### src/rtl/rf_wb_queue_pkg.sv
// Shared definitions for the register-file writeback queue.
// Default geometry (32-bit data, 5-bit register address, 4 entries) and the queued entry record.
// x0 is the hardwired zero register; writes to it never enter the queue.
package rf_wb_queue_pkg;

  localparam int RF_XLEN  = 32;
  localparam int RF_AW    = 5;
  localparam int RF_DEPTH = 4;

  localparam logic [RF_AW-1:0] RF_X0 = '0;

  typedef struct packed {
    logic               valid;
    logic [RF_AW-1:0]   rd;
    logic [RF_XLEN-1:0] data;
  } wb_entry_t;

endpackage

### src/rtl/rf_wb_fifo.sv
// In-order writeback storage: circular buffer with per-entry valid, wrap pointers and occupancy count.
// Latency: an entry pushed at edge N is at the head in cycle N+1 when the buffer was empty.
// Backpressure: push is ignored while full and pop while empty; the caller gates ready on full.
module rf_wb_fifo
  import rf_wb_queue_pkg::*;
#(
  parameter int DEPTH = RF_DEPTH,
  parameter int XLEN  = RF_XLEN,
  parameter int AW    = RF_AW,
  localparam int PW   = $clog2(DEPTH)
) (
  input  logic                       clk,
  input  logic                       rst,
  input  logic                       push,
  input  logic [AW-1:0]              push_rd,
  input  logic [XLEN-1:0]            push_data,
  input  logic                       pop,
  output logic                       full,
  output logic                       empty,
  output logic [AW-1:0]              head_rd,
  output logic [XLEN-1:0]            head_data,
  output logic [PW-1:0]              head_ptr,
  output logic [DEPTH-1:0]           ent_vld,
  output logic [DEPTH-1:0][AW-1:0]   ent_rd,
  output logic [DEPTH-1:0][XLEN-1:0] ent_data
);

  localparam logic [PW:0] FULL_CNT = DEPTH[PW:0];

  logic [PW-1:0] wr_ptr;
  logic [PW-1:0] rd_ptr;
  logic [PW:0]   count;
  logic          do_push;
  logic          do_pop;

  assign full      = (count == FULL_CNT);
  assign empty     = (count == '0);
  assign do_push   = push && !full;
  assign do_pop    = pop && !empty;
  assign head_ptr  = rd_ptr;
  assign head_rd   = ent_rd[rd_ptr];
  assign head_data = ent_data[rd_ptr];

  // Storage, pointers and count; reset drops every queued entry at once.
  always_ff @(posedge clk or negedge rst) begin
    if (!rst) begin
      wr_ptr   <= '0;
      rd_ptr   <= '0;
      count    <= '0;
      ent_vld  <= '0;
      ent_rd   <= '0;
      ent_data <= '0;
    end else begin
      // Clear before set: a push never targets the head slot unless the buffer was empty.
      if (do_pop) begin
        ent_vld[rd_ptr] <= 1'b0;
        rd_ptr          <= rd_ptr + 1'b1;
      end
      if (do_push) begin
        ent_vld[wr_ptr]  <= 1'b1;
        ent_rd[wr_ptr]   <= push_rd;
        ent_data[wr_ptr] <= push_data;
        wr_ptr           <= wr_ptr + 1'b1;
      end
      case ({do_push, do_pop})
        2'b10:   count <= count + 1'b1;
        2'b01:   count <= count - 1'b1;
        default: count <= count;
      endcase
    end
  end

endmodule

### src/rtl/rf_wb_queue.sv
// Writeback front end: arbitrates load/ALU results into an in-order queue drained onto WE3/A3/WD3.
// Latency: 1 cycle from acceptance to the write port when empty, at most DEPTH cycles; one write per cycle.
// Backpressure: both readies drop while full; load wins, ALU stalls whenever ld_valid is high. Bypass outputs need RF_WB_BYPASS_EN.
module rf_wb_queue
  import rf_wb_queue_pkg::*;
#(
  parameter int DEPTH = RF_DEPTH,
  parameter int XLEN  = RF_XLEN,
  parameter int AW    = RF_AW
) (
  input  logic            clk,
  input  logic            rst,
  input  logic            alu_valid,
  output logic            alu_ready,
  input  logic [AW-1:0]   alu_rd,
  input  logic [XLEN-1:0] alu_data,
  input  logic            ld_valid,
  output logic            ld_ready,
  input  logic [AW-1:0]   ld_rd,
  input  logic [XLEN-1:0] ld_data,
  output logic            WE3,
  output logic [AW-1:0]   A3,
  output logic [XLEN-1:0] WD3,
  input  logic [AW-1:0]   q_rs1,
  input  logic [AW-1:0]   q_rs2,
  output logic            byp1_hit,
  output logic            byp2_hit,
  output logic [XLEN-1:0] byp1_data,
  output logic [XLEN-1:0] byp2_data,
  output logic            busy
);

  localparam int PW = $clog2(DEPTH);

  logic                       full;
  logic                       empty;
  logic                       ld_fire;
  logic                       alu_fire;
  logic                       push;
  logic [AW-1:0]              push_rd;
  logic [XLEN-1:0]            push_data;
  logic [AW-1:0]              head_rd;
  logic [XLEN-1:0]            head_data;
  logic [PW-1:0]              head_ptr;
  logic [DEPTH-1:0]           ent_vld;
  logic [DEPTH-1:0][AW-1:0]   ent_rd;
  logic [DEPTH-1:0][XLEN-1:0] ent_data;

  // Ready comes from the pre-edge occupancy only, so a full queue never passes a request through.
  assign ld_ready  = !full;
  assign alu_ready = !full && !ld_valid;
  assign ld_fire   = ld_valid && ld_ready;
  assign alu_fire  = alu_valid && alu_ready;

  // Select the accepted request; x0 writes finish their handshake but are dropped here.
  always_comb begin
    push_rd   = ld_fire ? ld_rd : alu_rd;
    push_data = ld_fire ? ld_data : alu_data;
    push      = (ld_fire || alu_fire) && (push_rd != '0);
  end

  rf_wb_fifo #(
    .DEPTH (DEPTH),
    .XLEN  (XLEN),
    .AW    (AW)
  ) u_fifo (
    .clk       (clk),
    .rst       (rst),
    .push      (push),
    .push_rd   (push_rd),
    .push_data (push_data),
    .pop       (!empty),
    .full      (full),
    .empty     (empty),
    .head_rd   (head_rd),
    .head_data (head_data),
    .head_ptr  (head_ptr),
    .ent_vld   (ent_vld),
    .ent_rd    (ent_rd),
    .ent_data  (ent_data)
  );

  // Head drives the write port combinationally so reset removes WE3 without a clock.
  always_comb begin
    WE3  = !empty;
    A3   = empty ? '0 : head_rd;
    WD3  = empty ? '0 : head_data;
    busy = !empty;
  end

`ifdef RF_WB_BYPASS_EN
  logic [PW-1:0] idx1;
  logic [PW-1:0] idx2;

  // Walk oldest to youngest so the last match (youngest) overrides earlier ones.
  always_comb begin
    byp1_hit  = 1'b0;
    byp1_data = '0;
    idx1      = '0;
    for (int k = 0; k < DEPTH; k++) begin
      idx1 = head_ptr + PW'(k);
      if (ent_vld[idx1] && (q_rs1 != '0) && (ent_rd[idx1] == q_rs1)) begin
        byp1_hit  = 1'b1;
        byp1_data = ent_data[idx1];
      end
    end
  end

  // Same youngest-wins search for the second read port.
  always_comb begin
    byp2_hit  = 1'b0;
    byp2_data = '0;
    idx2      = '0;
    for (int k = 0; k < DEPTH; k++) begin
      idx2 = head_ptr + PW'(k);
      if (ent_vld[idx2] && (q_rs2 != '0) && (ent_rd[idx2] == q_rs2)) begin
        byp2_hit  = 1'b1;
        byp2_data = ent_data[idx2];
      end
    end
  end
`else
  // No bypass: decode has to stall on busy for dependent registers.
  logic unused_byp;
  assign unused_byp = ^{q_rs1, q_rs2, head_ptr, ent_vld, ent_rd, ent_data};
  assign byp1_hit   = 1'b0;
  assign byp2_hit   = 1'b0;
  assign byp1_data  = '0;
  assign byp2_data  = '0;
`endif

endmodule
### config.mk
export PLATFORM = sky130hd
export DESIGN_NAME = rf_wb_queue
export DESIGN_NICKNAME = d
export VERILOG_FILES = /design/src/rtl/rf_wb_queue_pkg.sv /design/src/rtl/rf_wb_fifo.sv /design/src/rtl/rf_wb_queue.sv
export SDC_FILE = /design/constraint.sdc
export NUM_CORES = 1
export LEC_CHECK = 0
export ABC_AREA = 1
export CAP_MARGIN = 20
export CELL_PAD_IN_SITES_DETAIL_PLACEMENT = 1
export CELL_PAD_IN_SITES_GLOBAL_PLACEMENT = 2
export CORE_MARGIN = 2
export CORE_UTILIZATION = 32
export CTS_BUF_LIST = sky130_fd_sc_hd__clkbuf_8
export DETAILED_ROUTE_END_ITERATION = 8
export PLACE_DENSITY_LB_ADDON = 0.25
export SYNTH_ARGS = -nofsm -noshare
export SYNTH_HDL_FRONTEND = slang
export SYNTH_SLANG_ARGS = --single-unit
export TNS_END_PERCENT = 30
### constraint.sdc
create_clock -name clk -period 3.6 [get_ports clk]
set_input_delay 0.9 -clock clk [delete_from_list [all_inputs] [get_ports clk]]
set_output_delay 0.9 -clock clk [all_outputs]
set_load 0.005 [all_outputs]
==> images/sizing.png <==
Scale bar: 50 um.
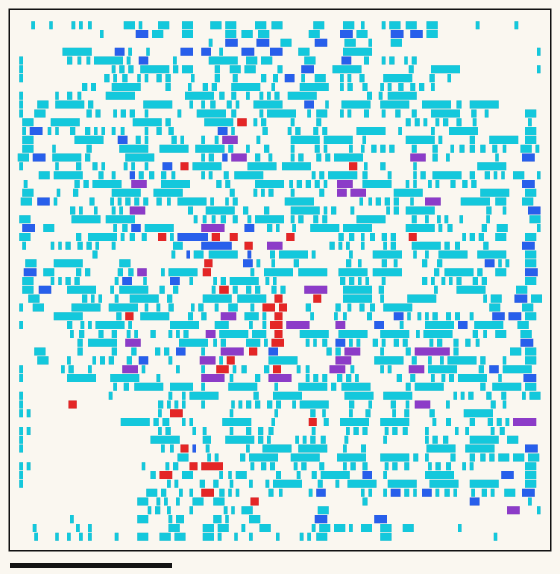
Red stands for x3 and x4, cells 34. Cyan stands for x1 and smaller, cells 1011. Purple stands for x6 and larger, cells 31. Blue stands for x2, cells 67.
Final WS setup: 0.264 ns
finished layout cell area: 10100 um^2
bufs w/o clock: 146
P&R area growth vs syn: 19.7%

==> images/route_heat.png <==
Scale bar: 50 um. 33 x 33 tiles, from dark purple (low) to yellow (high), scaled to the fullest tile. Values are wire area over tile area, all layers added.
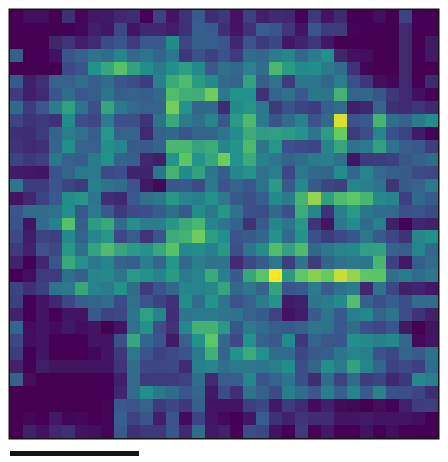
The emptiest ninth of the die: lower left. 10% of the tiles are nearly empty. The densest ninth of the die: center.

==> images/placed.png <==
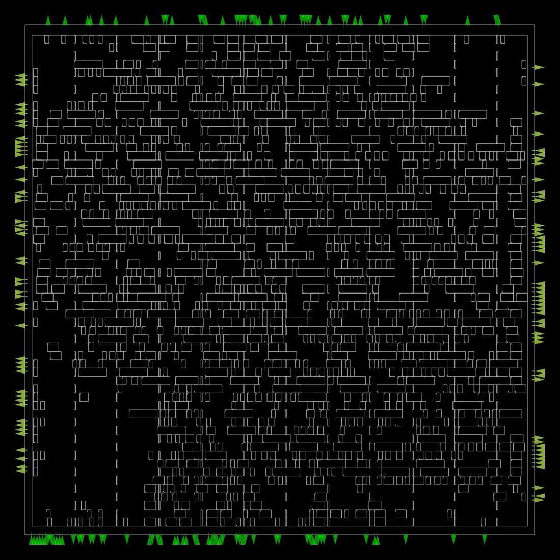
flop count: 155
Fillers: 3122

==> images/ff_map.png <==
Other sequential cells in the stronger gray, the rest of the logic in the fainter gray.
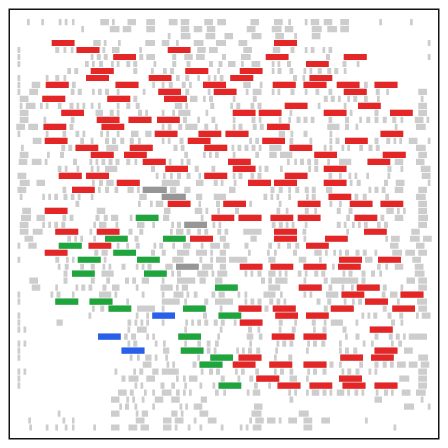
Red stands for u_fifo.ent_data, sequential cells 128, where widely spread. Green stands for u_fifo.ent_rd, sequential cells 20. Blue stands for u_fifo.count, sequential cells 3.
Another 4 sequential cells are not colored.
Seq/total area: 0.384
register area: 3880 um^2
Core Util, Final: 0.389
sequential logic power: 2.90 mW

==> images/clock_wires.png <==
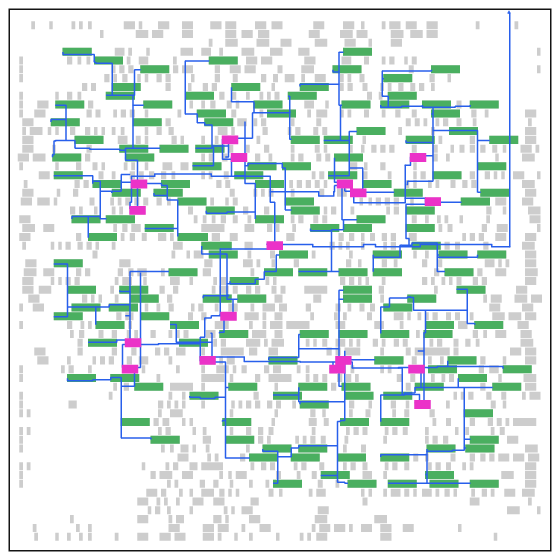
Green stands for flip-flops, count 155. Magenta stands for clock-net drivers, count 17. Blue stands for clock wires, length 2160 um.
Position of the flops: widely spread. There are 18 routed clock nets.
clk_lat worst skew: 0.46 ns
clk_skew: 0.0160 ns
Clk pwr share: 0.137

==> flow_summary_export.csv <==
group,metric,value,unit
worst_setup_path,r2r-start,"u_fifo.count[1]$_DFFE_PN0P_",
final_timing,tightest_slew,0.569,ns
layout,largest_reg_flops,128,
clock_network,cts-root-buf,"clkbuf_8",
route,avgRoutedWirePerCell,16.4,um
power,leakagePower,4.66,nW
route,wl_met3,1.00,mm
route,met1_length,11.5,mm
layout,diodes,0,
yosys,ys_area,8450,um^2
worst_setup_path,crit_type,"reg2out",
global_route,grt_antenna_before_repair,0,
yosys,synthXorXnorAreaFrac,0.00311,
place,io_buffers,118,
worst_hold_path,hold_path.class,"in2async",
clock_network,cts_hold_buffers,0,
final_timing,finalSetupViolations,0,
yosys,yosys_cells,1040,
layout,lay_top_count,"nand2_1",
layout,nNetsFinal,1224,
worst_setup_path,crit_end,"WD3[9]",
floorplanning,rows,59,
worst_setup_path,max_stage_delay,0.56,ns
route,drc,0,
global_route,grt_pass1_wl,39.7,mm
final_timing,slew_headroom,0.621,
run,cap_violations,0,
yosys,ys.flops,155,
worst_setup_path,crit_chain,"inv_2, buf_4, o21ai_0, a21oi_1, clkdlybuf4s50_1",
layout,combGateArea,3580,um^2
clock_network,clk_path_buf_depth,2,
final_timing,setup_tns,0,ns
clock_network,cts_tree,"done",
layout,largest_register,"u_fifo.ent_data",
global_route,grt_pass1_vias,7333,
route,drt-total-wl,24.3,mm
final_timing,timing.fmax,300,MHz
floorplanning,fp_util,0.325,
yosys,synth.logic.top_family,"AND-OR/OR-AND gates",
yosys,syn_avg_cell_area,8.13,um^2
power,vdd_drop_max,0.415,mV
place,dp_hpwl,15.4,mm
worst_setup_path,reg2regPathDepth,12,
clock_network,clk_pin_slew,0.09,ns
place,place_congestion,0.700,
layout,buffer_area_frac,0.146,
power,power_frac_comb,0.551,
worst_setup_path,cp_num_buf_inv,3,
status,status,"finished, final reports clean",
power,power,9.27,mW
route,via_per_inst,4.77,
floorplanning,tap_cells,335,
layout,inverters_excl_clock,102,
final_timing,whs,0.394,ns
yosys,synthSimpleGateAreaFrac,0.125,
layout,reg_top3,"u_fifo.ent_data (128), u_fifo.ent_rd (20), u_fifo.count (3)",
final_timing,hold_viol,0,
clock_network,cts_resized,0,
route,via_count,7049,
worst_setup_path,rrSetupSlack,1.20,ns
worst_setup_path,r2r-end,"u_fifo.count[1]$_DFFE_PN0P_",
yosys,ys_types,25,
route,maxUsedRoutingLayer,"met4",
layout,layout-drive-gt1-share,0.115,
run,tool_warnings,39,
layout,clk_share,0.0362,
power,powerDensity,917,nW/um^2
worst_setup_path,crit_path_start_kind,"register",
power,pg_clk,1.27,mW
global_route,grt_usage,0.179,
==> synthesized netlist by cell type <==
cell	instances	area, um^2
a21oi_1	112	561
buf_1	5	18.8
buf_2	15	75.1
buf_4	68	510
buf_6	10	113
clkbuf_1	41	154
conb_1	1	3.75
dfrtp_1	155	3880
fa_1	1	20.0
ha_1	4	50.1
inv_1	102	383
mux2_2	32	360
nand2_1	247	927
nand2_4	2	22.5
nand3_1	7	35.0
nand3b_1	3	22.5
nand4_1	1	6.26
nor2_1	1	3.75
nor2_2	1	6.26
nor2_4	3	33.8
o21ai_0	191	956
o21ai_1	6	30.0
o21ai_2	28	245
o21bai_2	1	11.3
xor2_1	3	26.3
==> routing by layer <==
layer  vias up  GRT usage
met5         -          0
met4         0     0.0307
met3        10     0.0337
met2       154      0.308
met1      3475      0.239
li1       3410          -
Power and IR drop assume default switching activity.
